[src/rtl/simon_spi_slave.sv]
// SPI mode-0 slave front-end for the SIMON 32/64 core: collects key and plaintext,
// pulses start, and returns ciphertext and status bytes. Everything runs on clk.
module simon_spi_slave #(
    parameter int SYNC_STAGES = 2,
    parameter int KEY_BYTES   = 8,
    parameter int BLK_BYTES   = 4
) (
    input  logic                   clk,
    input  logic                   rst,
    input  logic                   spi_sclk,
    input  logic                   spi_cs_n,
    input  logic                   spi_mosi,
    output logic                   spi_miso,
    output logic [KEY_BYTES*8-1:0] key_o,
    output logic [BLK_BYTES*8-1:0] pt_o,
    output logic                   start_o,
    input  logic [BLK_BYTES*8-1:0] ct_i,
    input  logic                   done_i,
    input  logic                   busy_i
);

    localparam int KW = KEY_BYTES * 8;
    localparam int BW = BLK_BYTES * 8;
    localparam logic [7:0] KEY_LAST = 8'(KEY_BYTES - 1);
    localparam logic [7:0] BLK_LAST = 8'(BLK_BYTES - 1);

    typedef enum logic [2:0] {IDLE, CMD, WKEY, WBLK, RCT, RSTAT, IGNORE} state_t;

    state_t                   state;
    logic [SYNC_STAGES-1:0]   sclk_sync;
    logic [SYNC_STAGES-1:0]   cs_sync;
    logic [SYNC_STAGES-1:0]   mosi_sync;
    logic                     sclk_prev;
    logic                     cs_prev;
    logic [2:0]               bit_cnt;
    logic [7:0]               byte_cnt;
    logic [6:0]               rx_shift;
    logic [BW-1:0]            tx_shift;
    logic                     miso_q;
    logic [KW-9:0]            key_shadow;
    logic [BW-9:0]            pt_shadow;
    logic [BW-1:0]            ct_reg;
    logic                     done_flag;
    logic                     overrun;

    logic sclk_s, cs_s, mosi_s;
    logic sclk_rise, sclk_fall, cs_rise, cs_fall;
    logic byte_done;
    logic [7:0] rx_byte;
    logic ovr_set, ovr_clr, done_clr;

    assign sclk_s    = sclk_sync[SYNC_STAGES-1];
    assign cs_s      = cs_sync[SYNC_STAGES-1];
    assign mosi_s    = mosi_sync[SYNC_STAGES-1];
    assign sclk_rise = sclk_s & ~sclk_prev;
    assign sclk_fall = ~sclk_s & sclk_prev;
    assign cs_rise   = cs_s & ~cs_prev;
    assign cs_fall   = ~cs_s & cs_prev;
    assign rx_byte   = {rx_shift, mosi_s};
    assign byte_done = sclk_rise && !cs_s && !cs_rise && !cs_fall &&
                       (state != IDLE) && (bit_cnt == 3'd7);
    assign ovr_set   = byte_done && (state == WBLK) && (byte_cnt == BLK_LAST) && busy_i;
    assign ovr_clr   = byte_done && (state == RSTAT) && (byte_cnt == 8'd0);
    assign done_clr  = byte_done && (state == RCT) && (byte_cnt == BLK_LAST);
    assign spi_miso  = miso_q & ~cs_s;

    // Chip select resets to its idle (deasserted) level so reset release is not seen as a frame start.
    always_ff @(posedge clk or posedge rst) begin
        if (rst) begin
            sclk_sync <= '0;
            cs_sync   <= '1;
            mosi_sync <= '0;
            sclk_prev <= 1'b0;
            cs_prev   <= 1'b1;
        end else begin
            sclk_sync <= {sclk_sync[SYNC_STAGES-2:0], spi_sclk};
            cs_sync   <= {cs_sync[SYNC_STAGES-2:0], spi_cs_n};
            mosi_sync <= {mosi_sync[SYNC_STAGES-2:0], spi_mosi};
            sclk_prev <= sclk_s;
            cs_prev   <= cs_s;
        end
    end

    // A done pulse that coincides with a read-clear keeps the flag set.
    always_ff @(posedge clk or posedge rst) begin
        if (rst) begin
            ct_reg    <= '0;
            done_flag <= 1'b0;
            overrun   <= 1'b0;
        end else begin
            if (done_i) begin
                ct_reg <= ct_i;
            end
            done_flag <= done_i | (done_flag & ~done_clr);
            overrun   <= ovr_set | (overrun & ~ovr_clr);
        end
    end

    always_ff @(posedge clk or posedge rst) begin
        if (rst) begin
            state      <= IDLE;
            bit_cnt    <= '0;
            byte_cnt   <= '0;
            rx_shift   <= '0;
            tx_shift   <= '0;
            miso_q     <= 1'b0;
            key_shadow <= '0;
            pt_shadow  <= '0;
            key_o      <= '0;
            pt_o       <= '0;
            start_o    <= 1'b0;
        end else begin
            start_o <= 1'b0;
            if (cs_rise || cs_fall) begin
                state    <= cs_fall ? CMD : IDLE;
                bit_cnt  <= '0;
                byte_cnt <= '0;
                rx_shift <= '0;
                tx_shift <= '0;
                miso_q   <= 1'b0;
            end else if (state != IDLE && !cs_s) begin
                if (sclk_rise) begin
                    rx_shift <= rx_byte[6:0];
                    bit_cnt  <= bit_cnt + 3'd1;
                    if (bit_cnt == 3'd7) begin
                        if (state != CMD && byte_cnt != 8'hFF) begin
                            byte_cnt <= byte_cnt + 8'd1;
                        end
                        case (state)
                            CMD: begin
                                case (rx_byte)
                                    8'h01: state <= WKEY;
                                    8'h02: state <= WBLK;
                                    8'h03: begin
                                        state    <= RCT;
                                        tx_shift <= ct_reg;
                                    end
                                    8'h04: begin
                                        state    <= RSTAT;
                                        tx_shift <= {5'b0, overrun, done_flag, busy_i, {(BW-8){1'b0}}};
                                    end
                                    default: state <= IGNORE;
                                endcase
                            end
                            WKEY: begin
                                if (byte_cnt <= KEY_LAST) begin
                                    key_shadow <= {key_shadow[KW-17:0], rx_byte};
                                    if (byte_cnt == KEY_LAST) begin
                                        key_o <= {key_shadow, rx_byte};
                                    end
                                end
                            end
                            WBLK: begin
                                if (byte_cnt <= BLK_LAST) begin
                                    pt_shadow <= {pt_shadow[BW-17:0], rx_byte};
                                    if (byte_cnt == BLK_LAST && !busy_i) begin
                                        pt_o    <= {pt_shadow, rx_byte};
                                        start_o <= 1'b1;
                                    end
                                end
                            end
                            default: ;
                        endcase
                    end
                end
                // tx_shift is zero outside the read states, so miso idles low there.
                if (sclk_fall) begin
                    miso_q   <= tx_shift[BW-1];
                    tx_shift <= {tx_shift[BW-2:0], 1'b0};
                end
            end
        end
    end

endmodule

[config.mk]
export PLATFORM = sky130hd
export DESIGN_NAME = simon_spi_slave
export DESIGN_NICKNAME = d
export VERILOG_FILES = /design/src/rtl/simon_spi_slave.sv
export SDC_FILE = /design/constraint.sdc
export NUM_CORES = 1
export LEC_CHECK = 0
export CAP_MARGIN = 30
export CORE_ASPECT_RATIO = 1.75
export CORE_MARGIN = 10
export CORE_UTILIZATION = 62
export CTS_BUF_LIST = sky130_fd_sc_hd__clkbuf_4
export CTS_CLUSTER_SIZE = 12
export DETAILED_ROUTE_END_ITERATION = 8
export GPL_TIMING_DRIVEN = 0
export PLACE_DENSITY = 0.87
export SYNTH_ARGS = -nofsm -noshare
export SYNTH_HDL_FRONTEND = slang
export SYNTH_SLANG_ARGS = --single-unit
export TNS_END_PERCENT = 1
[constraint.sdc]
create_clock -name clk -period 14.45 [get_ports clk]
set_input_delay 1.445 -clock clk [delete_from_list [all_inputs] [get_ports clk]]
set_output_delay 1.445 -clock clk [all_outputs]
set_load 0.05 [all_outputs]
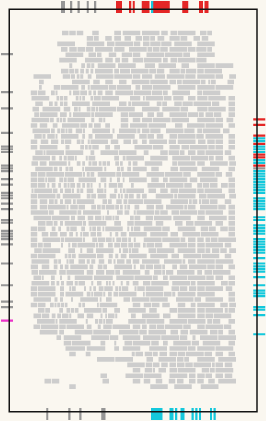
(images/pins.png)
Scale: 2 px per um. Pins as bars across the die edge, other pins in gray.
Key: cyan = `key_o` [pins 64, direction output, edge 47 right, 16 bottom, 1 top]; magenta = `spi_sclk` [pins 1, direction input, edge left]; red = `pt_o` [pins 32, direction output, edge 25 top, 7 right]

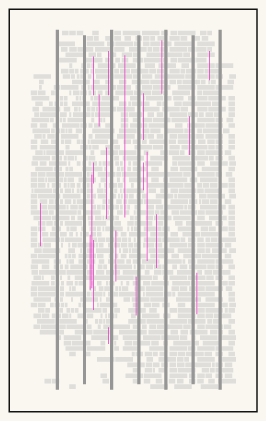
(images/met4.png)
Scale: 2 px per um. Supply wires on this layer in gray. Cells faint in the background.
11 nets have wire on it. The longest straight run is 80.9 um. The layer carries 573 um of wire.

==> impl_metrics.py <==
# Auto-generated metrics
metrics = {
    "min_path": {
        "min_from": "mosi_sync[0]",
    },
    "floorplan": {
        "chipArea_sq_mm": 0.0247,
        "n_tap_cell": 238,
    },
    "worst_setup_path": {
        "cp.arrival_ps": 2140,
        "rrSetupSlack_ps": 11390,
        "endpoint": "spi_miso",
        "cpPeakStageDelay_ps": 700,
        "worstPathCellList": "and2b_1 -> clkdlybuf4s50_1",
    },
    "final_layout": {
        "buf_share_pct": 12.1,
        "seq_share_pct": 49.1,
        "num-clock-buffers": 81,
        "buffers_excl_clock": 188,
        "top_area_cell_class": "registers",
        "post-route-util_pct": 75.3,
        "ff_count": 273,
        "comb_area_share_pct": 30.7,
    },
    "synth": {
        "ys_types": 52,
        "edf_count": 0,
        "synth-seq-cells": 273,
        "synth-xor-area-share_pct": 0.303,
    },
    "pwr": {
        "internal_power_w": 0.00109,
    },
    "run_status": {
        "status": "completed",
    },
    "routing": {
        "routed_wl_um": 23500,
        "drt_iter0_markers": 358,
        "topRoutingLayerUsed": "met4",
        "dr.pass1.iters": 4,
    },
    "global_route": {
        "grt_pass1_wl_um": 39000,
    },
}
==> cell usage after synthesis, types with 3 or more instances <==
library cell	number	share of area, %
mux2_4	29	3.8
ha_1	8	0.87
nand4_1	4	0.22
inv_1	41	1.3
nand2_1	5	0.16
clkbuf_1	21	0.68
buf_2	23	1.0
a32o_1	4	0.35
dfstp_2	3	0.68
a21oi_1	35	1.5
nor2_1	18	0.59
and3_1	8	0.43
o31ai_1	4	0.26
and2_1	28	1.5
a211o_1	3	0.23
nor3_1	3	0.13
nand2b_1	30	1.6
o21ai_0	32	1.4
nand3_1	4	0.17
buf_12	3	0.52
mux2_2	180	18
or3_1	5	0.27
mux2i_1	38	3.3
dfrtp_1	270	59
==> cell usage in the layout (no fill, tap or decap), drive strengths merged, types with 2 or more instances in the layout <==
master / n
dfrtp: 270
mux2: 209
clkdlybuf4s50: 135
clkbuf: 102
inv: 42
mux2i: 38
a21oi: 35
o21ai: 32
buf: 32
nand2b: 30
and2: 28
nor2: 19
clkinv: 12
and3: 8
ha: 8
nand2: 5
or3: 5
nand4: 4
o31ai: 4
a32o: 4
nand3: 4
nor3: 3
a211o: 3
dfstp: 3
and3b: 2
nor4b: 2
nor3b: 2
o2111a: 2
a21o: 2
xnor2: 2
or4: 2
xor2: 2
nand4b: 2
nor4: 2
==> per-stage QoR <==
step / instance area (sq um) / total power [W]
final: 13900 / 0.00143
after global routing: 13900 / 0.00150
after CTS: 13900 / 0.00145
after detailed placement: 13300 / 0.000911
after global placement: 13200 / 0.000905
after floorplan: 11500 / 0.000878
==> worst register-to-register path, stage by stage (launching register included) <==
cell and delay, ps:
dfstp_2 600, inv_1 80, ha_1 440, nor4bb_1 260, nand4_1 250, nor2_2 550, buf_2 400, mux2_2 380
Power is estimated from default activity; no workload was simulated.
